File: src/rtl/uart_tx_pkg.sv
// Shared definitions for the UART transmitter: FSM state encoding and frame geometry.
package uart_tx_pkg;

  typedef enum logic [1:0] {
    IDLE  = 2'd0,
    START = 2'd1,
    DATA  = 2'd2,
    STOP  = 2'd3
  } tx_state_t;

  // One start bit, eight data bits, one stop bit.
  localparam int unsigned FRAME_BITS = 10;
  localparam int unsigned DATA_BITS  = 8;

endpackage

File: src/rtl/uart_tx_fifo.sv
// Synchronous byte FIFO feeding the UART transmitter. Writes into a full FIFO are
// dropped even when a pop happens on the same edge; full/empty are registered.
module sync_fifo #(
  parameter int unsigned DEPTH = 4,
  parameter int unsigned WIDTH = 8,
  localparam int unsigned CW   = $clog2(DEPTH) + 1
) (
  input  logic             clk,
  input  logic             rst,
  input  logic             push,
  input  logic [WIDTH-1:0] push_data,
  input  logic             pop,
  output logic [WIDTH-1:0] pop_data,
  output logic             full,
  output logic             empty,
  output logic [CW-1:0]    count
);

  localparam int unsigned PW = $clog2(DEPTH);

  logic [WIDTH-1:0] mem [DEPTH];
  logic [PW-1:0]    wr_ptr;
  logic [PW-1:0]    rd_ptr;
  logic [CW-1:0]    cnt;
  logic [CW-1:0]    cnt_next;
  logic             push_ok;
  logic             pop_ok;

  assign push_ok  = push & ~full;
  assign pop_ok   = pop & ~empty;
  assign pop_data = mem[rd_ptr];
  assign count    = cnt;

  // Occupancy after this edge; simultaneous push and pop leave it unchanged.
  always_comb begin
    cnt_next = cnt;
    case ({push_ok, pop_ok})
      2'b10:   cnt_next = cnt + 1'b1;
      2'b01:   cnt_next = cnt - 1'b1;
      default: cnt_next = cnt;
    endcase
  end

  // Pointers wrap naturally because DEPTH is a power of two.
  always_ff @(posedge clk) begin
    if (rst) begin
      wr_ptr <= '0;
      rd_ptr <= '0;
      cnt    <= '0;
      full   <= 1'b0;
      empty  <= 1'b1;
    end else begin
      if (push_ok) wr_ptr <= wr_ptr + 1'b1;
      if (pop_ok)  rd_ptr <= rd_ptr + 1'b1;
      cnt   <= cnt_next;
      full  <= (cnt_next == CW'(DEPTH));
      empty <= (cnt_next == '0);
    end
  end

  // Storage array; no reset needed since the pointers define validity.
  always_ff @(posedge clk) begin
    if (!rst && push_ok) mem[wr_ptr] <= push_data;
  end

endmodule

File: src/rtl/uart_tx.sv
// UART transmitter: byte FIFO plus start/data/stop serialiser, 8N1, LSB first.
// TXD, busy and full are all registered outputs.
module uart_tx
  import uart_tx_pkg::*;
#(
  parameter int unsigned CLKS_PER_BIT = 20,
  parameter int unsigned FIFO_DEPTH   = 4
) (
  input  logic       CLK,
  input  logic       RESET,
  input  logic       wr_en,
  input  logic [7:0] wr_data,
  output logic       full,
  output logic       busy,
  output logic       TXD
);

  localparam int unsigned CNT_W = $clog2(CLKS_PER_BIT);
  localparam int unsigned IDX_W = $clog2(DATA_BITS);
  localparam logic [CNT_W-1:0] RELOAD   = CNT_W'(CLKS_PER_BIT - 1);
  localparam logic [IDX_W-1:0] LAST_IDX = IDX_W'(DATA_BITS - 1);

  tx_state_t                 state;
  tx_state_t                 state_next;
  logic [CNT_W-1:0]          bit_cnt;
  logic [CNT_W-1:0]          bit_cnt_next;
  logic [IDX_W-1:0]          bit_idx;
  logic [IDX_W-1:0]          bit_idx_next;
  logic [DATA_BITS-1:0]      shreg;
  logic [DATA_BITS-1:0]      shreg_next;
  logic [DATA_BITS-1:0]      head;
  logic                      txd_next;
  logic                      busy_next;
  logic                      pop;
  logic                      fifo_empty;
  logic [$clog2(FIFO_DEPTH):0] fifo_count;

  sync_fifo #(
    .DEPTH (FIFO_DEPTH),
    .WIDTH (DATA_BITS)
  ) u_fifo (
    .clk       (CLK),
    .rst       (RESET),
    .push      (wr_en),
    .push_data (wr_data),
    .pop       (pop),
    .pop_data  (head),
    .full      (full),
    .empty     (fifo_empty),
    .count     (fifo_count)
  );

  // Next-state, pop request and next line level. TXD is registered from the
  // value it must carry in the new state, so the start bit appears in the
  // cycle right after the pop edge.
  always_comb begin
    state_next   = state;
    bit_cnt_next = bit_cnt;
    bit_idx_next = bit_idx;
    shreg_next   = shreg;
    txd_next     = TXD;
    pop          = 1'b0;
    case (state)
      IDLE: begin
        txd_next = 1'b1;
        if (!fifo_empty) begin
          pop          = 1'b1;
          shreg_next   = head;
          state_next   = START;
          bit_cnt_next = RELOAD;
          txd_next     = 1'b0;
        end
      end
      START: begin
        if (bit_cnt == '0) begin
          state_next   = DATA;
          bit_cnt_next = RELOAD;
          bit_idx_next = '0;
          txd_next     = shreg[0];
        end else begin
          bit_cnt_next = bit_cnt - 1'b1;
        end
      end
      DATA: begin
        if (bit_cnt == '0) begin
          bit_cnt_next = RELOAD;
          if (bit_idx == LAST_IDX) begin
            state_next = STOP;
            txd_next   = 1'b1;
          end else begin
            bit_idx_next = bit_idx + 1'b1;
            txd_next     = shreg[bit_idx + 1'b1];
          end
        end else begin
          bit_cnt_next = bit_cnt - 1'b1;
        end
      end
      STOP: begin
        if (bit_cnt == '0) begin
          if (!fifo_empty) begin
            // Chain straight into the next start bit with no idle gap.
            pop          = 1'b1;
            shreg_next   = head;
            state_next   = START;
            bit_cnt_next = RELOAD;
            txd_next     = 1'b0;
          end else begin
            state_next = IDLE;
            txd_next   = 1'b1;
          end
        end else begin
          bit_cnt_next = bit_cnt - 1'b1;
        end
      end
      default: begin
        state_next = IDLE;
        txd_next   = 1'b1;
      end
    endcase
  end

  // busy mirrors the post-edge state and occupancy. A pop always moves the FSM
  // out of IDLE, so only an accepted write can make an empty FIFO non-empty.
  always_comb begin
    busy_next = (state_next != IDLE) || (fifo_count != '0) || (wr_en && !full);
  end

  // State, baud counter, shift register and registered outputs.
  always_ff @(posedge CLK) begin
    if (RESET) begin
      state   <= IDLE;
      bit_cnt <= '0;
      bit_idx <= '0;
      shreg   <= '0;
      TXD     <= 1'b1;
      busy    <= 1'b0;
    end else begin
      state   <= state_next;
      bit_cnt <= bit_cnt_next;
      bit_idx <= bit_idx_next;
      shreg   <= shreg_next;
      TXD     <= txd_next;
      busy    <= busy_next;
    end
  end

endmodule

File: config.mk
export PLATFORM = sky130hd
export DESIGN_NAME = uart_tx
export DESIGN_NICKNAME = d
export VERILOG_FILES = /design/src/rtl/uart_tx_pkg.sv /design/src/rtl/uart_tx_fifo.sv /design/src/rtl/uart_tx.sv
export SDC_FILE = /design/constraint.sdc
export NUM_CORES = 1
export LEC_CHECK = 0
export CAP_MARGIN = 20
export CORE_AREA = 2 2 116 118
export DETAILED_ROUTE_END_ITERATION = 8
export DIE_AREA = 0 0 118 120
export PLACE_DENSITY = 0.38
export REMOVE_ABC_BUFFERS = 1
export SLEW_MARGIN = 20
export SYNTH_ARGS = -nofsm -noshare
export SYNTH_HDL_FRONTEND = slang
export SYNTH_HIERARCHICAL = 1
export SYNTH_SLANG_ARGS = --single-unit
File: constraint.sdc
create_clock -name CLK -period 5.4 [get_ports CLK]
set_input_delay 1.08 -clock CLK [delete_from_list [all_inputs] [get_ports CLK]]
set_output_delay 1.08 -clock CLK [all_outputs]
set_load 0.01 [all_outputs]
Run 1, placed cells, one color a class:
Bar = 20 um.
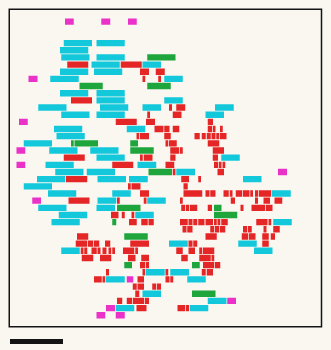
green -> clock drivers and dummy loads  # cells 16, share of their area 9.2%
magenta -> remaining buffers and delay cells  # cells 14, share of their area 4.2%
cyan -> registers  # cells 63, share of their area 49%
red -> remaining logic cells  # cells 164, share of their area 38%
row count: 42
Final Core Density: 0.268
fin area: 3480 um^2
core box area: 13,000 um^2

Run 1, I/O nets highlighted:
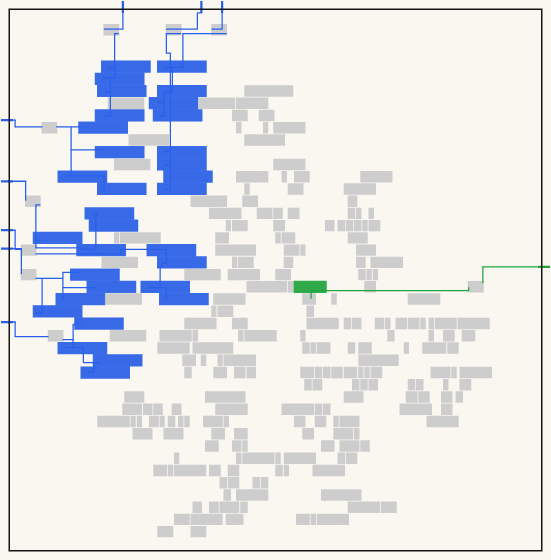
green -> TXD  # bits 1, direction output, edge east, end cells 1, buffers 1, wire 53.1 um
blue -> wr_data  # bits 8, direction input, edge 5 west, 3 north, end cells 32, buffers 8, wire 346 um
# port buffers: 13
Top Ports: 14

==> reports/qor.txt, run 1 <==
status: finished, final reports clean
Max clock buf depth: 2
die width: 118 um
placed cell count: 417
power in the clock group: 0.575 mW
flip-flops with a built-in enable: 32
Final Hold Slack: 495 ps
Setup Viol. Count Final: 0
CP endpoint: u_fifo/full$_SDFF_PP0_
total power: 1.54 mW
Final Skew: 6.79 ps
crit path max fanout: 9
RSZ-0062 raised after global routing: false
grt met1 use: 0.102
Final Hold Fails: 0
Slew Limit Fails: 0
Final Critical Period: 3460 ps
largest cells by area after synthesis: edfxtp_1 33%, dfxtp_1 21%, mux4_2 6.2%, ha_1 5.2%, mux2i_1 3.8%
drt first-iter violations: 78
Adder Share, Synth: 0.0589
Run 1, routing congestion:
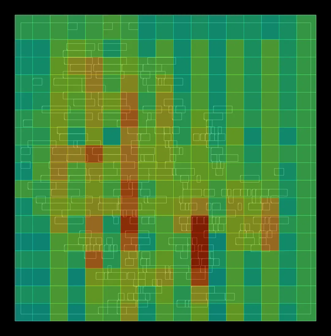
routed len/inst: 12.9 um
met2 Use GR: 0.136
layer with the highest usage: met2
total track usage: 0.0866

[run 1: routing by layer]
metal	part of all wire	up-vias	wire length (um)
li1	-	901	-
met1	0.47	873	2610
met2	0.49	21	2730
met3	0.027	6	152
met4	0.015	0	84
met5	0	-	0
[run 1: sequential cells by signal, indices dropped and copies added, names as in the netlist, named ones only]
register       flops
bit_cnt            5
u_fifo/full        1
u_fifo/mem        32
u_fifo/wr_ptr      2
u_fifo/empty       1
u_fifo/count       3
busy               1
TXD                1
state              2
shreg              8
bit_idx            3
u_fifo/rd_ptr      2
[run 1: worst max-delay path, stage by stage, from the launching register on]
cell and delay (ps):
dfxtp_1 340, inv_1 60, ha_1 200, nor4b_2 620, a21oi_1 190, nor3_1 250
nor2b_1 270, ha_1 220, inv_1 60, fa_1 400, xor2_1 210, or3_4 350
a211oi_2 210
Run 1, wire density map:
Bar = 20 um. The die is cut into 24 by 24 equal tiles; dark purple is low, yellow is high, scaled to the fullest tile. Values are wire area over tile area, all layers added.
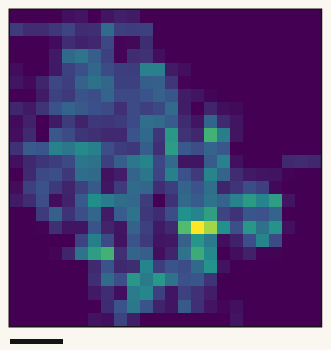

--- run 2 (diff from run 1) ---
Clock period 5.4 ns to 3.3 ns, I/O delays scaled along.
Run 2, wire density map:
Bar = 20 um. The die is cut into 24 by 24 equal tiles; dark purple is low, yellow is high, scaled to the fullest tile. Values are wire area over tile area, all layers added.
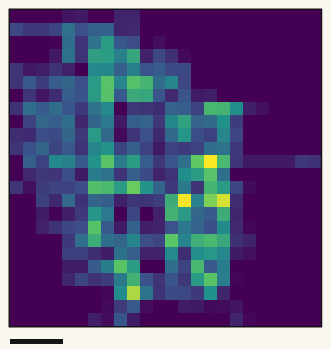
densest ninth of the die = center
tiles over half the peak = 9.5%
emptiest ninth of the die = north-east

Run 2, placed cells, one color a class:
Bar = 20 um.
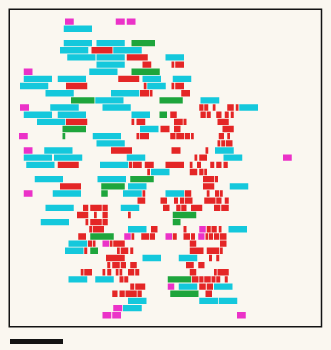
magenta -> remaining buffers and delay cells  # cells 19, share of their area 5.3%
cyan -> registers  # cells 63, share of their area 48%
green -> clock drivers and dummy loads  # cells 16, share of their area 9.7%
red -> remaining logic cells  # cells 164, share of their area 37%

==> run 2 against run 1 <==
Net effect: synthesized area unchanged; highest routed layer unchanged; non-clock buffer count up 5; clock power up 76%; first-iteration DRC count down 40%; wire length down 0.84%; sequential power up 62%; worst setup slack worse by 1600 ps; hold slack better by 2.8 ps; fmax up 15%; die size unchanged; cell count up 1.2%; sequential share of layout area down 0.79 points.
==> reports/qor.txt, run 2 <==
status: finished, final reports clean (unchanged)
buffering overhead: 0.0495 (was 0.0396)
row count: 42 (unchanged)
total track usage: 0.0865 (was 0.0866)
met2 Use GR: 0.137 (was 0.136)
Final Core Density: 0.273 (was 0.268)
Clock transition at path regs: 50 ps (was 60 ps)
crit-path cells: inv_1, ha_1, nor3_1, nor2b_1, ha_1, inv_1, fa_1, xor2_1, or3_4, a211oi_2 (was inv_1, ha_1, nor4b_2, a21oi_1, nor3_1, nor2b_1, ha_1, inv_1, fa_1, xor2_1, or3_4, a211oi_2)
drt first-iter violations: 47 (was 78)
met2 WL: 2.63 mm (was 2.73 mm)
DR WL met3: 163 um (was 152 um)
Hold Crit Class: register to register (unchanged)
Setup Viol. Count Final: 0 (unchanged)
CP peak stage delay: 430 ps (was 620 ps)
placed cell count: 422 (was 417)
flip-flops with a built-in enable: 32 (unchanged)
Top Registers: u_fifo/mem: 32 flops, shreg: 8 flops, bit_cnt: 5 flops (unchanged)
CTS Hold Buffers Added: 0 (unchanged)
fin area: 3540 um^2 (was 3480 um^2)
CP endpoint: u_fifo/full$_SDFF_PP0_ (unchanged)
layout filler cell count: 1,343 (was 1,362)
DRT met1 WL: 2.58 mm (was 2.61 mm)
Crit-path slowest cell: ha_1 (was nor4b_2)
grt met1 use: 0.104 (was 0.102)
DR top layer: met4 (unchanged)
layer with the highest usage: met2 (unchanged)
max reg flops: 32 (unchanged)
Crit path depth: 10 (was 12)
largest cells by area after synthesis: edfxtp_1 33%, dfxtp_1 21%, mux4_2 6.2%, ha_1 5.2%, mux2i_1 3.8% (unchanged)
routed len/inst: 12.6 um (was 12.9 um)
Synth Seq Share: 0.547 (unchanged)
die width: 118 um (unchanged)
Final Skew: 4.64 ps (was 6.79 ps)
Max clock buf depth: 2 (unchanged)
RSZ-0062 raised after global routing: false (unchanged)
# port buffers: 13 (unchanged)
CP bufs+invs: 2 (unchanged)
core box area: 13,000 um^2 (unchanged)
Final Critical Period: 3000 ps (was 3460 ps)
-- run 2: cell counts after synthesis --
No cell type changed its count.
-- run 2: where the power goes --
part,leakage (nW),switching [mW],internal (mW)
logic,0.557,0.326,0.290
registers,0.544,0.0766,0.915
clock network,0.153,0.349,0.666
-- run 2: kinds of logic (layout without fill, tap and decap cells) --
| group | after synthesis | after routing | synth area share |
|---|---|---|---|
| and+or+nand+nor | 73 | 73 | 0.137 |
| DFF | 63 | 63 | 0.547 |
| AOI/OAI and AO/OA | 42 | 42 | 0.102 |
| buffers and inverters | 25 | 47 | 0.0398 |
| muxes | 19 | 19 | 0.100 |
| adders and majority gates | 13 | 13 | 0.0589 |
| xor gates and xnor gates | 5 | 5 | 0.0152 |
Run 2, routing congestion:
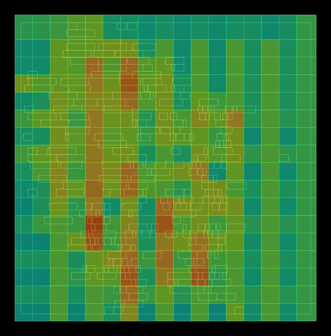

--- run 3 (diff from run 2) ---
Settings changed: CELL_PAD_IN_SITES_DETAIL_PLACEMENT set to 0, CELL_PAD_IN_SITES_GLOBAL_PLACEMENT set to 1, PLACE_DENSITY 0.38 to 0.43, SKIP_LAST_GASP set to 1.
Run 3, routing congestion:
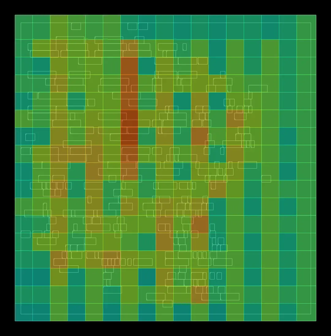
met3 Use GR: 0.0314
routed len/inst: 13.4 um
total track usage: 0.0903
Final Core Density: 0.271
met2 Use GR: 0.138

==> run 3 against run 2 <==
Net effect: first-iteration DRC count increased by 38%; die size did not move; flip-flop count did not move; register-to-register slack lost 40 ps; clock skew increased by 3.5 ps; wire length grew 6.8%; hold slack got worse by 6.9 ps; cell count is 0.46% higher; fmax down 1.3%.
==> reports/qor.txt, run 3 <==
status: finished, final reports clean (unchanged)
Setup Viol. Count Final: 0 (unchanged)
die width: 118 um (unchanged)
Top Ports: 14 (unchanged)
buffering overhead: 0.0541 (was 0.0495)
internal cell power: 1.73 mW (was 1.87 mW)
combinational power share: 0.253 (was 0.235)
sw frac: 0.311 (was 0.286)
CP peak stage delay: 400 ps (was 430 ps)
largest cells by area after synthesis: edfxtp_1 33%, dfxtp_1 21%, mux4_2 6.2%, ha_1 5.2%, mux2i_1 3.8% (unchanged)
Final Skew: 8.17 ps (was 4.64 ps)
DR WL met3: 131 um (was 163 um)
CP bufs+invs: 2 (unchanged)
CP endpoint: u_fifo/full$_SDFF_PP0_ (unchanged)
Clock transition at path regs: 60 ps (was 50 ps)
Max clock buf depth: 2 (unchanged)
total power: 2.51 mW (was 2.62 mW)
FFs w/ async S/R, synth: 0 (unchanged)
Post-Place Setup Slack: 266 ps (was 325 ps)
placed cell count: 424 (was 422)
fin area: 3510 um^2 (was 3540 um^2)
crit path max fanout: 5 (was 8)
area added between synthesis and finish: 21.6% (was 22.4%)
row count: 42 (unchanged)
crit-path cells: inv_1, ha_1, nor4b_2, a21oi_1, nor3_1, nor2b_1, ha_1, inv_1, fa_1, xor2_1, or3_4, a211oi_2 (was inv_1, ha_1, nor3_1, nor2b_1, ha_1, inv_1, fa_1, xor2_1, or3_4, a211oi_2)
Mean Syn Cell Area: 12.0 um^2 (unchanged)
layout filler cell count: 1,347 (was 1,343)
met2 WL: 2.70 mm (was 2.63 mm)
max reg flops: 32 (unchanged)
CTS Hold Buffers Added: 0 (unchanged)
Final Critical Period: 3040 ps (was 3000 ps)
RSZ-0062 raised after global routing: false (unchanged)
Hold Crit Class: register to register (unchanged)
drt first-iter violations: 65 (was 47)
Crit path depth: 12 (was 10)
cell family with most CP delay: simple AND/OR/NAND/NOR gates (was adder cells)
NetSw: 0.781 mW (was 0.751 mW)
# port buffers: 13 (unchanged)
layer with the highest usage: met2 (unchanged)
Clock power frac: 0.352 (was 0.387)
Top Registers: u_fifo/mem: 32 flops, shreg: 8 flops, bit_cnt: 5 flops (unchanged)
core box area: 13,000 um^2 (unchanged)
CTS tree: built (unchanged)
Sequential Power Share: 0.395 (was 0.378)
Crit-path slowest cell: fa_1 (was ha_1)
Slew Limit Fails: 0 (unchanged)
Run 3, wire density map:
Bar = 20 um. The die is cut into 24 by 24 equal tiles; dark purple is low, yellow is high, scaled to the fullest tile. Values are wire area over tile area, all layers added.
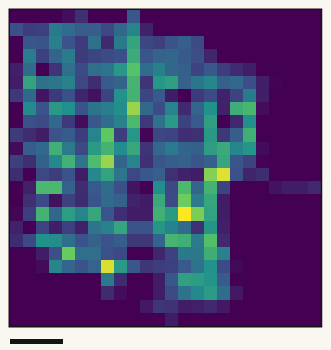
densest ninth of the die = center
fullest tile = 0.33
emptiest ninth of the die = south-east
nearly empty tiles = 39%
tiles over half the peak = 12%
mean over tiles = 0.063
via count: 1,798
final WL: 5.90 mm

==> run 3: cell counts after synthesis <==
Identical to the previous run, type by type.
==> run 3: cell families after synthesis <==
kind of cell,count (synthesis),share of synthesized area
flops,63,0.547
simple gates,73,0.137
compound gates,42,0.102
mux,19,0.100
xor+xnor,5,0.0152
fa+ha+maj,13,0.0589
buf+inv,25,0.0398
==> run 3: power by group through the flow <==
stage | Sequential, mW | Clock (mW) | Combinational [mW]
final | 0.992 | 0.883 | 0.637
after global routing | 1.01 | 0.955 | 0.712
after CTS | 0.995 | 0.918 | 0.649
after detailed placement | 1.01 | 0 | 0.646
after global placement | 1.01 | 0 | 0.657
after floorplan | 1.00 | 0 | 0.436

==> layout pictures side by side <==
Drive-strength map.
picture 1
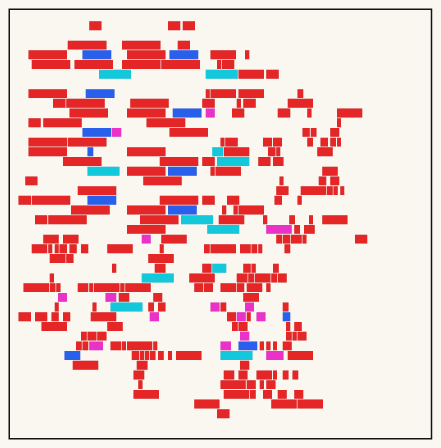
picture 2
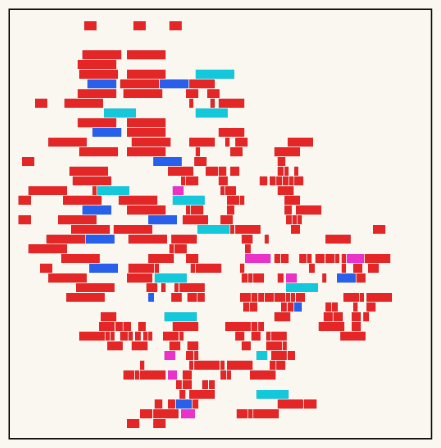
picture 3
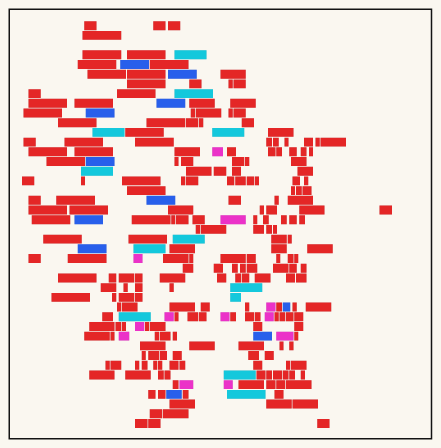
For run 1, see picture 2.
For run 3, see picture 1.
For run 2, see picture 3.

Key to picture 1:
red -> x1 and smaller  # cells 226
cyan -> x6 and larger  # cells 11
blue -> x2  # cells 12
magenta -> x3 and x4  # cells 15

No activity file was given, so power comes from the tool's default toggle rates.
